Figure 1. Routed metal, one colour a layer (run 1).
Scale bar: 50 microns. Only two layers are drawn.
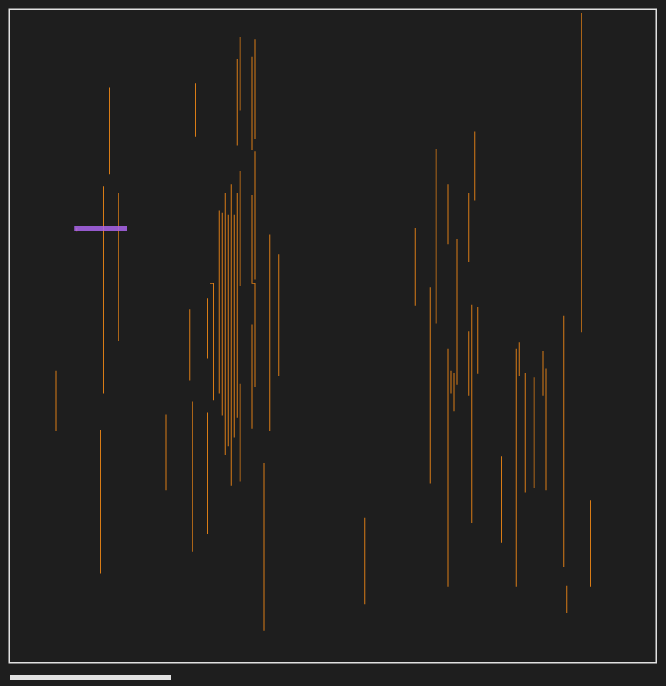
Figure 2. Routing congestion (run 1).
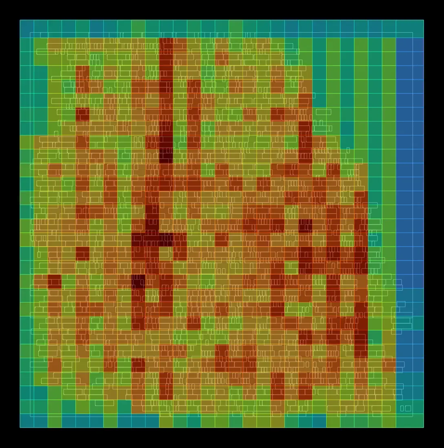
Figure 3. A small window of the routed layout (run 1).
Scale bar: 5 microns. Window x 140 to 160, y 142 to 162 microns. Cells in grey, sequential cells in the stronger grey; small squares are vias.
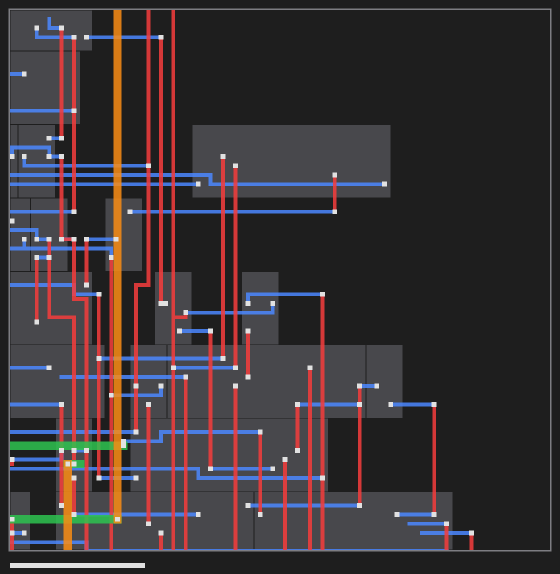
==> config.mk <==
export PLATFORM = sky130hd
export DESIGN_NAME = dense_layer_seq
export DESIGN_NICKNAME = d
export VERILOG_FILES = /design/src/rtl/dense_layer_seq.sv
export SDC_FILE = /design/constraint.sdc
export NUM_CORES = 1
export LEC_CHECK = 0
export ABC_AREA = 0
export CAP_MARGIN = 20
export CORE_AREA = 5 5 195 197
export DETAILED_ROUTE_END_ITERATION = 7
export DIE_AREA = 0 0 200 202
export DONT_BUFFER_PORTS = 1
export GPL_TIMING_DRIVEN = 0
export PLACE_DENSITY = 0.73
export SLEW_MARGIN = 5
export SYNTH_ARGS = -nofsm -noshare
export SYNTH_HDL_FRONTEND = slang
export SYNTH_SLANG_ARGS = --single-unit
==> constraint.sdc <==
create_clock -name clk -period 13.5 [get_ports clk]
set_input_delay 2.7 -clock clk [delete_from_list [all_inputs] [get_ports clk]]
set_output_delay 2.7 -clock clk [all_outputs]
set_load 0.02 [all_outputs]
==> flow_summary.ini, run 1 <==
; yosys + openroad results
[routing]
first_pass_iters = 6
topRoutingLayerUsed = met5
met2_length_mm = 24.31

[run_status]
run_status = complete, no violations

[clock_tree]
cts_made_buffers = 24
cts_tree = yes

[sta]
timing.final.crit_period_ns = 11.37
finalSetupTns_ns = 0
worst_slew_pin_slew_ns = 1.197
timing.final.max_slew_violations = 0

[critical_path]
path_depth = 29
worst_setup_path_end_kind = flip-flop
worst_path_dominant_cell_family = adder cells
cp_slowest_cell = a21oi_1

[synth]
synth_compound_gate_area_share_pct = 6.321
async_flop_share_pct = 100.0
post_synth_inst_count = 1977
netlist_area_sq_um = 20630

[hold_path]
hold_class = reg -> reg

[finish]
layout.cells.non_filler = 2497

[run]
openroad.warnings = 29
maxCapViolations = 0

[placed_design]
place.gp.congestion = 0.9399
-- Figure 1 (at the start) --
orange -> metal 4  # wire length 2270 microns
purple -> metal 5  # wire length 14.7 microns
average wire per standard cell: 20.71 microns
global routing usage summed across all routing layers: 27.26%
Final Routed Wirelength: 51.72 mm
total number of vias: 14140

-- Figure 2 (at the start) --
met3 usage in global routing: 4.934%
global routing met1 resource utilization: 38.18%
grt peak-use layer: met2
grt met2 use: 43.12%
fraction of the core area covered by cells at the end of the flow: 61.30%

-- Figure 3 (at the start) --
blue -> metal 1
green -> metal 3
red -> metal 2
orange -> metal 4
cells with their middle in the window = 15
sequential cells in the window = 0
most frequent = nand2_1 (5), fa_1 (5), inv_1 (3)

-- run 1: layout make-up --
cell class / count / area share (%)
tap: 468 / 2.647
inverter: 382 / 6.516
clock inverter: 11 / 0.5373
multi-input combinational: 1316 / 61.48
clock buffer: 32 / 3.122
sequential: 213 / 24.10
timing repair buffer: 8 / 0.3846
buffer: 67 / 1.216
-- run 1: through the flow --
stage	setup slack (ns)	utilization, %	instance area [sq um]
3_3_place_gp	2.414	58.80	21220
2_1_floorplan	4.513	-	20630
4_1_cts	2.123	61.19	22080
5_1_grt	1.650	61.30	22120
3_5_place_dp	2.188	58.94	21270
6_report	2.126	61.30	22120
Figure 4. The metal 1 layer (run 1).
Scale bar: 50 microns. Cells faint in the background.
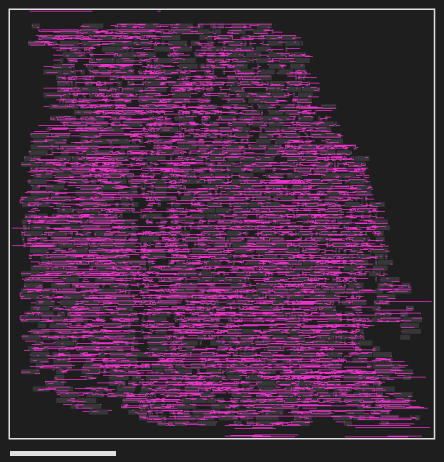

==> inputs of run 2 (changes only) <==
--- a/config.mk
+++ b/config.mk
@@ -12,7 +12,7 @@
 export DIE_AREA = 0 0 200 202
 export DONT_BUFFER_PORTS = 1
 export GPL_TIMING_DRIVEN = 0
-export PLACE_DENSITY = 0.73
+export PLACE_DENSITY = 0.76
 export SLEW_MARGIN = 5
 export SYNTH_ARGS = -nofsm -noshare
 export SYNTH_HDL_FRONTEND = slang
==> constraint.sdc (replaced) <==
create_clock -name clk -period 9.9 [get_ports clk]
set_input_delay 1.98 -clock clk [delete_from_list [all_inputs] [get_ports clk]]
set_output_delay 1.98 -clock clk [all_outputs]
set_load 0.02 [all_outputs]
Figure 5. The metal 1 layer (run 2).
Scale bar: 50 microns. Cells faint in the background.
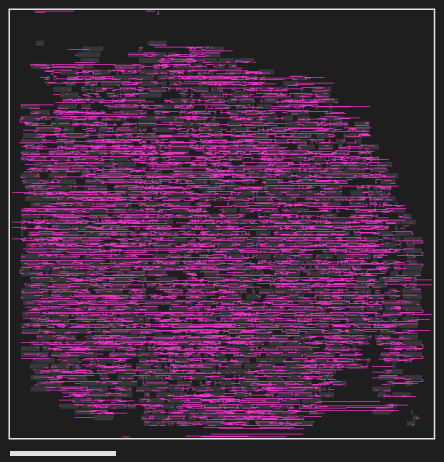
main direction = horizontal
share of all routed wire = 41%
wire length on this layer = 21.5 mm
longest straight run = 43.2 microns
total number of vias: 14230
Final Routed Wirelength: 53.11 mm
global routing met1 resource utilization: 38.10%

Figure 6. Routing congestion (run 2).
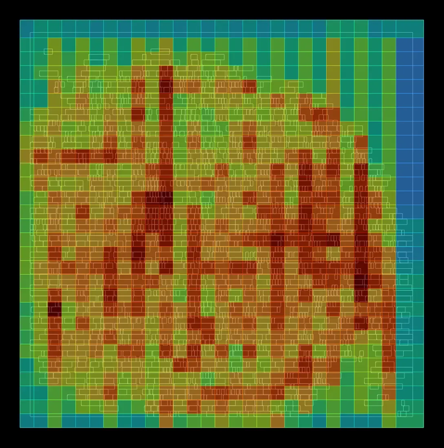
global routing usage summed across all routing layers: 27.56%
fraction of the core area covered by cells at the end of the flow: 61.71%
average wire per standard cell: 21.26 microns
grt met2 use: 42.12%
met3 usage in global routing: 7.051%

Figure 7. Routed metal, one colour a layer (run 2).
Scale bar: 50 microns. Only two layers are drawn.
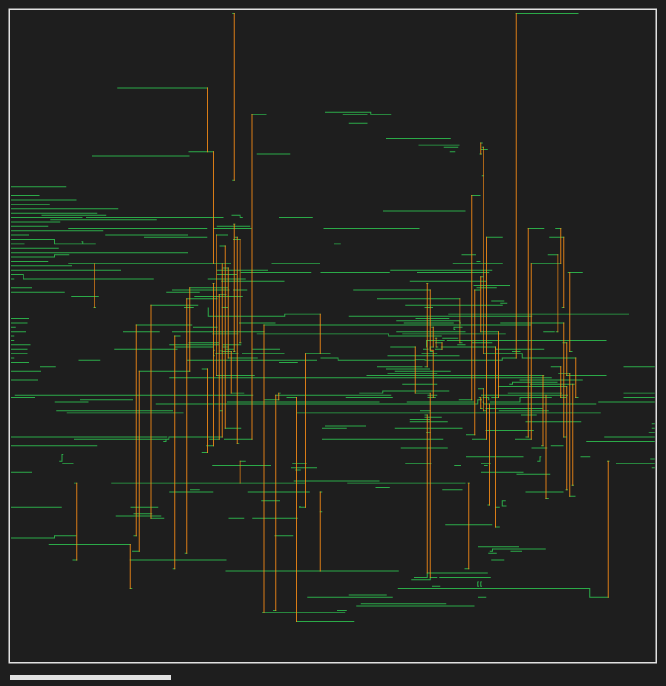

==> run 2 against run 1 <==
  * Via count up 0.64%
  * Cell count about the same
  * Global-route usage is 0.30 points higher
  * Count of clock-buffer cells in the layout shrank 1
  * Core utilization up 0.41 points
  * Synthesized cell count is the same
  * Worst setup slack worse by 1.7 ns
==> flow_summary.ini, run 2 <==
; yosys + openroad results
[routing]
topRoutingLayerUsed = met4
first_pass_iters = 5
met2_length_mm = 24.35

[critical_path]
ws_path_type = reg -> reg
reg2reg_setup_slack_ns = 0.42
rr_worst_depth = 30
path_depth = 30
worst_path_dominant_cell_family = adder cells
worst_setup_path_end_kind = flip-flop
cp_slowest_cell = clkbuf_1

[finish]
layout.cells.non_filler = 2498
final_area_sq_um = 22270

[clock_tree]
cts_tree = yes
cts_made_buffers = 24

[synth]
avgSynthCellArea_sq_um = 10.43
most_used_standard_cells_in_the_synthesized_netlist = inv_1, fa_1, dfrtp_1
post_synth_inst_count = 1977
synth_sequential_area_ratio_pct = 25.84
async_flop_share_pct = 100.0
netlist_area_sq_um = 20630
synth.yosys.num_cells = 1977

[sta]
worst_slew_pin_slew_ns = 1.151
finalSetupTns_ns = 0
max_freq_mhz = 105.5
timing.final.max_slew_violations = 0
postLayoutSetupSlackWorst_ns = 0.4232
timing.final.crit_period_ns = 9.477

[hold_path]
hold_class = reg -> reg

[placed_design]
dp_worst_setup_slack_ns = -1.503
numPlacedInstances = 2455
place.gp.congestion = 0.9586
placed_area_sq_um = 21350

[run]
openroad.warnings = 30

[run_status]
run_status = complete, no violations

[grt]
global_route.peak_usage_layer = met2
==> run 2: cell counts after synthesis <==
Identical to the previous run, type by type.
==> run 2: final cells by class <==
type	count	area share, %
Timing Repair Buffer	10	0.5844
Clock inverter	13	0.8260
Inverter	382	6.473
Clock buffer	31	2.995
Antenna cell	1	0.01124
Buffer	64	1.208
Tap cell	468	2.630
Multi-Input combinational cell	1316	61.34
Sequential cell	213	23.94
==> run 2: kinds of logic after synthesis <==
| logic type | after synthesis | synth area share [%] |
|---|---|---|
| XOR/XNOR | 39 | 1.656 |
| other | 1 | 0.01818 |
| flip-flops | 213 | 25.84 |
| buffers and inverters | 449 | 8.255 |
| AND-OR/OR-AND | 208 | 6.321 |
| multiplexers | 223 | 12.67 |
| adder cells (fa/ha/maj) | 424 | 36.82 |
| AND/OR/NAND/NOR | 420 | 8.425 |
